## src/rtl/aes_cmd_sequencer.sv

```systemverilog
// Host-side command sequencer for the AES core: key/plaintext intake, core strobe protocol, ciphertext return.
// Optional AES_SEQ_CT_SKID_EN adds a one-entry ciphertext skid buffer so the next block can issue while the host holds ct.
module aes_cmd_sequencer #(
  parameter int KW      = 128,
  parameter int DW      = 128,
  parameter int TIMEOUT = 64
) (
  input  logic          CLK,
  input  logic          RSTn,
  input  logic          key_valid,
  input  logic [KW-1:0] key_in,
  output logic          key_ready,
  input  logic          pt_valid,
  input  logic [DW-1:0] pt_in,
  output logic          pt_ready,
  output logic          ct_valid,
  output logic [DW-1:0] ct_out,
  input  logic          ct_ready,
  output logic          EN,
  output logic          Krdy,
  output logic          Drdy,
  output logic [KW-1:0] Kin,
  output logic [DW-1:0] Din,
  input  logic          Kvld,
  input  logic          Dvld,
  input  logic [DW-1:0] Dout,
  output logic          err_timeout
);

  localparam int TW = $clog2(TIMEOUT + 1);

  typedef enum logic [2:0] {
    S_IDLE       = 3'd0,
    S_KEY_ISSUE  = 3'd1,
    S_KEY_WAIT   = 3'd2,
    S_DATA_ISSUE = 3'd3,
    S_DATA_WAIT  = 3'd4,
    S_RESULT     = 3'd5
  } state_t;

  state_t        state_r, state_nx_s;
  logic          key_loaded_r, key_loaded_nx_s;
  logic [TW-1:0] timer_r;
  logic          timer_hit_s, timeout_s;
  logic          key_acc_s, pt_acc_s, dvld_acc_s, pop_s;
  logic          key_block_s, pt_block_s;
  logic          en_r, krdy_r, drdy_r, err_r, ct_valid_r;
  logic          en_nx_s, krdy_nx_s, drdy_nx_s;
  logic [KW-1:0] kin_r;
  logic [DW-1:0] din_r, ct_out_r;

`ifdef AES_SEQ_CT_SKID_EN
  logic          sk_valid_r;
  logic [DW-1:0] sk_data_r;
  assign key_block_s = 1'b0;
  // A full skid entry stalls new plaintext unless it moves to the output this cycle.
  assign pt_block_s  = sk_valid_r & ~pop_s;
`else
  assign key_block_s = ct_valid_r;
  assign pt_block_s  = ct_valid_r;
`endif

  assign pop_s       = ct_valid_r & ct_ready;
  assign key_ready   = (state_r == S_IDLE) & ~key_block_s;
  assign pt_ready    = (state_r == S_IDLE) & key_loaded_r & ~key_valid & ~pt_block_s;
  assign key_acc_s   = key_valid & key_ready;
  assign pt_acc_s    = pt_valid & pt_ready;
  assign dvld_acc_s  = (state_r == S_DATA_WAIT) & Dvld;
  assign timer_hit_s = (timer_r == TW'(TIMEOUT - 1));

  assign EN          = en_r;
  assign Krdy        = krdy_r;
  assign Drdy        = drdy_r;
  assign Kin         = kin_r;
  assign Din         = din_r;
  assign ct_valid    = ct_valid_r;
  assign ct_out      = ct_out_r;
  assign err_timeout = err_r;

  // Next-state and key-loaded decode; a strobe on the final wait cycle beats the timeout.
  always_comb begin
    state_nx_s      = state_r;
    key_loaded_nx_s = key_loaded_r;
    timeout_s       = 1'b0;
    case (state_r)
      S_IDLE: begin
        if (key_acc_s) begin
          state_nx_s      = S_KEY_ISSUE;
          key_loaded_nx_s = 1'b0;
        end else if (pt_acc_s) begin
          state_nx_s = S_DATA_ISSUE;
        end else begin
          state_nx_s = S_IDLE;
        end
      end
      S_KEY_ISSUE:  state_nx_s = S_KEY_WAIT;
      S_KEY_WAIT: begin
        if (Kvld) begin
          state_nx_s      = S_IDLE;
          key_loaded_nx_s = 1'b1;
        end else if (timer_hit_s) begin
          state_nx_s      = S_IDLE;
          key_loaded_nx_s = 1'b0;
          timeout_s       = 1'b1;
        end else begin
          state_nx_s = S_KEY_WAIT;
        end
      end
      S_DATA_ISSUE: state_nx_s = S_DATA_WAIT;
      S_DATA_WAIT: begin
        if (Dvld) begin
`ifdef AES_SEQ_CT_SKID_EN
          state_nx_s = S_IDLE;
`else
          state_nx_s = S_RESULT;
`endif
        end else if (timer_hit_s) begin
          state_nx_s      = S_IDLE;
          key_loaded_nx_s = 1'b0;
          timeout_s       = 1'b1;
        end else begin
          state_nx_s = S_DATA_WAIT;
        end
      end
      S_RESULT: begin
        if (pop_s) begin
          state_nx_s = S_IDLE;
        end else begin
          state_nx_s = S_RESULT;
        end
      end
      default: begin
        state_nx_s      = S_IDLE;
        key_loaded_nx_s = 1'b0;
      end
    endcase
  end

  // Core strobe decode from the upcoming state so the registered strobes align with ISSUE states.
  always_comb begin
    krdy_nx_s = 1'b0;
    drdy_nx_s = 1'b0;
    en_nx_s   = 1'b0;
    krdy_nx_s = (state_nx_s == S_KEY_ISSUE);
    drdy_nx_s = (state_nx_s == S_DATA_ISSUE);
    en_nx_s   = key_loaded_nx_s | (state_nx_s != S_IDLE);
  end

  // Control state, wait timer and core-side registers.
  always_ff @(posedge CLK) begin
    if (!RSTn) begin
      state_r      <= S_IDLE;
      key_loaded_r <= 1'b0;
      timer_r      <= {TW{1'b0}};
      en_r         <= 1'b0;
      krdy_r       <= 1'b0;
      drdy_r       <= 1'b0;
      err_r        <= 1'b0;
      kin_r        <= {KW{1'b0}};
      din_r        <= {DW{1'b0}};
    end else begin
      state_r      <= state_nx_s;
      key_loaded_r <= key_loaded_nx_s;
      if ((state_r == S_KEY_WAIT) || (state_r == S_DATA_WAIT)) begin
        timer_r <= timer_r + TW'(1);
      end else begin
        timer_r <= {TW{1'b0}};
      end
      en_r   <= en_nx_s;
      krdy_r <= krdy_nx_s;
      drdy_r <= drdy_nx_s;
      err_r  <= timeout_s;
      if (key_acc_s) begin
        kin_r <= key_in;
      end
      if (pt_acc_s) begin
        din_r <= pt_in;
      end
    end
  end

  // Ciphertext return path; output register holds until the host takes it.
  always_ff @(posedge CLK) begin
    if (!RSTn) begin
      ct_valid_r <= 1'b0;
      ct_out_r   <= {DW{1'b0}};
`ifdef AES_SEQ_CT_SKID_EN
      sk_valid_r <= 1'b0;
      sk_data_r  <= {DW{1'b0}};
`endif
    end else begin
`ifdef AES_SEQ_CT_SKID_EN
      if (dvld_acc_s) begin
        if (!ct_valid_r || pop_s) begin
          ct_valid_r <= 1'b1;
          ct_out_r   <= Dout;
        end else begin
          sk_valid_r <= 1'b1;
          sk_data_r  <= Dout;
        end
      end else if (pop_s) begin
        if (sk_valid_r) begin
          ct_out_r   <= sk_data_r;
          sk_valid_r <= 1'b0;
        end else begin
          ct_valid_r <= 1'b0;
        end
      end
`else
      if (dvld_acc_s) begin
        ct_valid_r <= 1'b1;
        ct_out_r   <= Dout;
      end else if (pop_s) begin
        ct_valid_r <= 1'b0;
      end
`endif
    end
  end

endmodule

```

## config.mk

```make
export PLATFORM = sky130hd
export DESIGN_NAME = aes_cmd_sequencer
export DESIGN_NICKNAME = d
export VERILOG_FILES = /design/src/rtl/aes_cmd_sequencer.sv
export SDC_FILE = /design/constraint.sdc
export NUM_CORES = 1
export LEC_CHECK = 0
export ABC_AREA = 1
export CORE_AREA = 2 2 302 304
export CTS_BUF_LIST = sky130_fd_sc_hd__clkbuf_8
export CTS_CLUSTER_DIAMETER = 200
export DETAILED_ROUTE_END_ITERATION = 8
export DIE_AREA = 0 0 304 306
export MAX_ROUTING_LAYER = met4
export PLACE_DENSITY = 0.48
export SYNTH_ARGS = -nofsm -noshare
export SYNTH_HDL_FRONTEND = slang
export SYNTH_SLANG_ARGS = --single-unit
```

## constraint.sdc

```tcl
create_clock -name CLK -period 2.3 [get_ports CLK]
set_input_delay 0.46 -clock CLK [delete_from_list [all_inputs] [get_ports CLK]]
set_output_delay 0.46 -clock CLK [all_outputs]
set_load 0.05 [all_outputs]
```

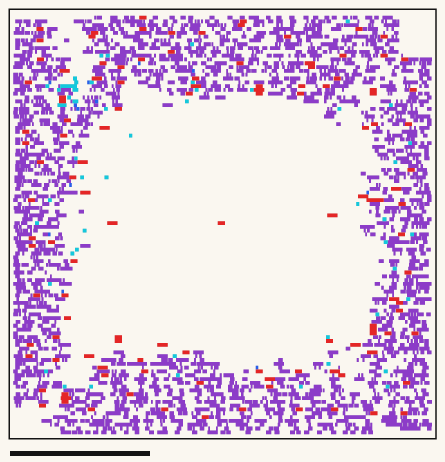
**Above:** run 1 (cells by drive strength).
Scale bar: 100 um.
size	colour	cells	share	most used
x2	blue	12	0.46%	clkinv_2
x1 and smaller	purple	2,420	93%	nor2_1
x3 and x4	cyan	51	2.0%	buf_4
x6 and larger	red	121	4.6%	clkbuf_8
area of all placed cells without fillers: 24,300 um^2
P&R area growth vs syn: 74.9%
final worst setup slack: 0.155 ns
Non-CTS buffers: 839

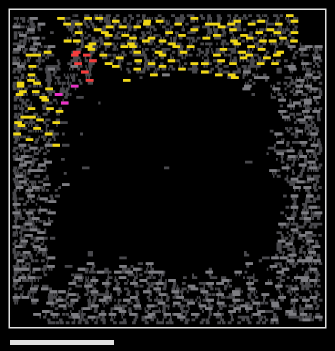
**Above:** run 1 (register map, names as in the netlist).
Scale bar: 100 um. Other sequential cells in the stronger grey, the rest of the logic in the fainter grey.
signal	colour	flops
Kin	yellow	128
timer_r	red	7
state_r	magenta	3
not coloured	262
flop share of the area: 33.0%
P_seq: 0.00737 W
Register Area: 8010 um^2
Final Core Density: 27.1%

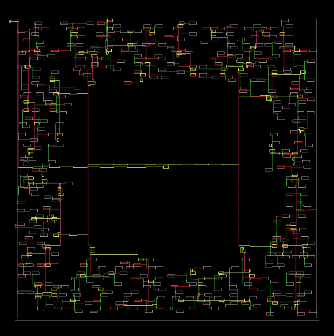
**Above:** run 1 (the clock network).
Clock Power: 0.00691 W
CLK BUF: 98
Flops: 400

==> reports/metrics.yaml, run 1 <==
cts:
  cts_buffer_depth: 3
  cts.clk_slew.worst_paths_ns: 0.06
  clock-sinks: 400
  cts_tree: "yes"
route:
  drt_iter0_drc: 743
  routed_wl_um: 59700
outcome:
  status: "finished, final reports clean"
setup_path:
  crit_type: "reg -> out"
power:
  comb_power_share_pct: 18.3
synth:
  top_area_cell: "dfxtp_1"
  yosysUniqueCellTypes: 30
  async_flop_share_pct: 0
sta:
  report.final.slew_viol_count: 0
  clock.fmax_mhz: 466
  worst_pin_slew_ns: 0.587
  min_period_ns: 2.14
floorplanning:
  dieArea_um2: 93000
cells_and_area:
  logic_area_um2: 5180
  final_cell_mix: "nor2_1 (528), dfxtp_1 (400), clkdlybuf4s50_1 (389)"
  nets: 2951
hold_path:
  hold_depth: 3
  hold_end: "Kin[75]$_SDFFE_PN0P_"
run 1: timing repair:
item / CTS / global route
gates resized: 387 / 2
hold buffers: 1 / 0
hold endpoints to repair: 2 / 0
endpoints found under the setup margin: 387 / 1
run 1: worst max-delay path: stages (launching register included):
cell,delay (ns)
dfxtp_1,0.35
nor2_2,0.15
nand2_2,0.11
nor2_4,0.18
buf_4,0.24
run 1: power groups by stage:
stage,logic [W],clock network [W],registers (W)
after floorplan,0.000775,0,0.00853
after global placement,0.00343,0,0.00752
after detailed placement,0.00341,0,0.00753
after CTS,0.00323,0.00726,0.00737
after global routing,0.00340,0.00754,0.00740
final,0.00319,0.00691,0.00737
run 1: final cells by class:
type,instances,share of cell area (%)
multi-input cells,1220,21.4
repair buffers,839,33.1
flip-flops and latches,400,33.0
diodes,4,0.0413
inverters,20,0.346
well taps,1176,6.07
clock inverters,27,0.500
clock buffers,98,5.56
run 1: metrics by stage:
step,power [W],hold slack [ns],std cells,utilization [%]
2_1_floorplan,0.00930,0.418,1767,-
3_3_place_gp,0.0109,0.439,3654,25.9
3_5_place_dp,0.0109,0.439,3654,25.9
4_1_cts,0.0179,0.228,3780,27.1
5_1_grt,0.0183,0.289,3781,27.1
6_report,0.0175,0.350,3784,27.1
run 1: metal layers:
metal	GRT usage, %	up-vias	wire, um	share of wire, %
met5	-	-	0	0
met4	5.21	0	1940	3.3
met3	5.05	106	5370	9.0
met2	20.8	547	28100	47
met1	14.0	6435	24300	41
li1	-	7239	-	-
run 1: cell families after synthesis:
| logic type | share of synthesized area (%) |
|---|---|
| simple gates | 22.6 |
| flops | 57.8 |
| compound gates | 14.3 |
| buf+inv | 5.13 |
| xor+xnor | 0.126 |
| fa+ha+maj | 0.0902 |
==> inputs of run 2 (changes only) <==
--- a/config.mk
+++ b/config.mk
@@ -13,6 +13,7 @@
 export DIE_AREA = 0 0 304 306
 export MAX_ROUTING_LAYER = met4
 export PLACE_DENSITY = 0.48
+export SETUP_SLACK_MARGIN = 0.15
 export SYNTH_ARGS = -nofsm -noshare
 export SYNTH_HDL_FRONTEND = slang
 export SYNTH_SLANG_ARGS = --single-unit
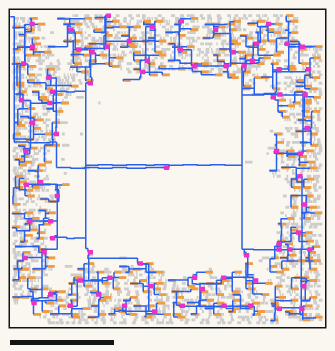
**Above:** run 2 (clock distribution).
Scale bar: 100 um.
[clock-net drivers] magenta | count: 78
[clock wires] blue | length: 7,000 um
[flip-flops] orange | count: 400
routed clock nets	79
flops lie	spread over the die
Clk pwr share: 39.5%
Skew-Pair Late Insertion Delay: 0.66 ns
Clock Skew: 0.0332 ns

==> run 2 against run 1 <==
Register-to-register slack improved by 0.06 ns. Highest routed layer unchanged. Routed wire length about the same. Area after synthesis unchanged. Largest power group unchanged. Largest cell class unchanged. Critical endpoint is now pt_ready. Sequential share of layout area decreased by 0.10 points. Flip-flop count unchanged. Synthesized cell count unchanged. Clock power about the same. Final cell count about the same. Via count increased by 0.17%. Die area unchanged. Combinational power about the same. First-iteration DRC count increased by 2.4%.
==> reports/metrics.yaml, run 2 <==
cells_and_area:
  syn2layout_area_growth_pct: 75.5
  nets: 2953
  logic_area_um2: 5190
global_route:
  grtUsageMet1_pct: 14.0
  grt_antenna_before_repair: 3
  grt_use_met2_pct: 20.8
  busiest_layer: "met2"
  met3_usage_pct: 5.06
setup_path:
  cp_max_fo: 5
  crit_type: "reg -> out"
power:
  p_total_w: 0.0175
  power-top-group: "sequential cells"
  internal-power_w: 0.0122
  comb_power_share_pct: 18.4
  pg_seq_w: 0.00737
  pg_clk_w: 0.00691
route:
  drt_iter0_drc: 761
  wl_met3_um: 5570
  m1WireLength_um: 24000
  routed_wl_um: 59700
  routed.top_layer: "met4"
  routed-via-count: 14400
  wl_met2_um: 28200
synth:
  most_common_cell: "nor2_1"
  top_area_cell: "dfxtp_1"
  async_flop_share_pct: 0
  yosysUniqueCellTypes: 30
sta:
  clock.fmax_mhz: 482
  holdWs_ns: 0.350
  setup_slack_ns: 0.226
  rsz0062_at_grt: "true"
  min_period_ns: 2.07
  report.final.slew_viol_count: 0
outcome:
  status: "finished, final reports clean"
cts:
  cts.clk_slew.worst_paths_ns: 0.06
  clock-sinks: 400
  cts_tree: "yes"
  cts_buffer_depth: 3
floorplanning:
  fp.dieW_um: 304
  dieArea_um2: 93000
placed_design:
  gp_congestion: 0.794
[run 2: final timing paths]
check                                        endpoint                  start  slack (ns)  cells past startpoint
worst max register to register   Kin[83]$_SDFFE_PN0P_  state_r[1]$_SDFF_PN0_        0.35                      9
worst min register to register  timer_r[0]$_SDFF_PN0_  timer_r[0]$_SDFF_PN0_        0.45                      1
worst min-delay path             Kin[81]$_SDFFE_PN0P_             key_in[81]        0.35                      3
worst max-delay path                         pt_ready  state_r[1]$_SDFF_PN0_        0.23                      4
[run 2: cell families after synthesis]
logic type,after synthesis,synth area share [%]
AND/OR/NAND/NOR,821,22.6
flip-flops,400,57.8
AND-OR/OR-AND,396,14.3
buffers and inverters,147,5.13
XOR/XNOR,2,0.126
adder cells (fa/ha/maj),1,0.0902
[run 2: per-stage QoR]
step	cells	TNS [ns]	instance area, um^2	utilization [%]
6_report	3783	0	24300	27.2
5_1_grt	3783	0	24300	27.2
3_5_place_dp	3654	-0.00558	23200	25.9
3_3_place_gp	3654	-0.186	23200	25.9
4_1_cts	3780	0	24300	27.1
2_1_floorplan	1767	0	13900	-
[run 2: final cells by class]
type                            instances  area share, %
Antenna cell                            1         0.0103
Clock buffer                           98           5.54
Clock inverter                         27          0.499
Inverter                               20          0.345
Multi-Input combinational cell       1220           21.3
Sequential cell                       400           32.9
Tap cell                             1176           6.05
Timing Repair Buffer                  841           33.3
[run 2: critical path, cell delays in order (launching register included)]
cell     delay (ns)
dfxtp_2        0.35
nor2_4         0.14
nand2_4        0.08
nor4_4         0.20
buf_12         0.18
[run 2: repair_timing]
action	4_1_cts	5_1_grt
buffers inserted	0	2
hold endpoints to repair	2	0
pin swaps	0	1
endpoints found under the setup margin	388	5
hold buffers	1	0
gates resized	428	3
cloned	0	0
Power figures rest on the tool's default switching activity, not on a simulated workload.
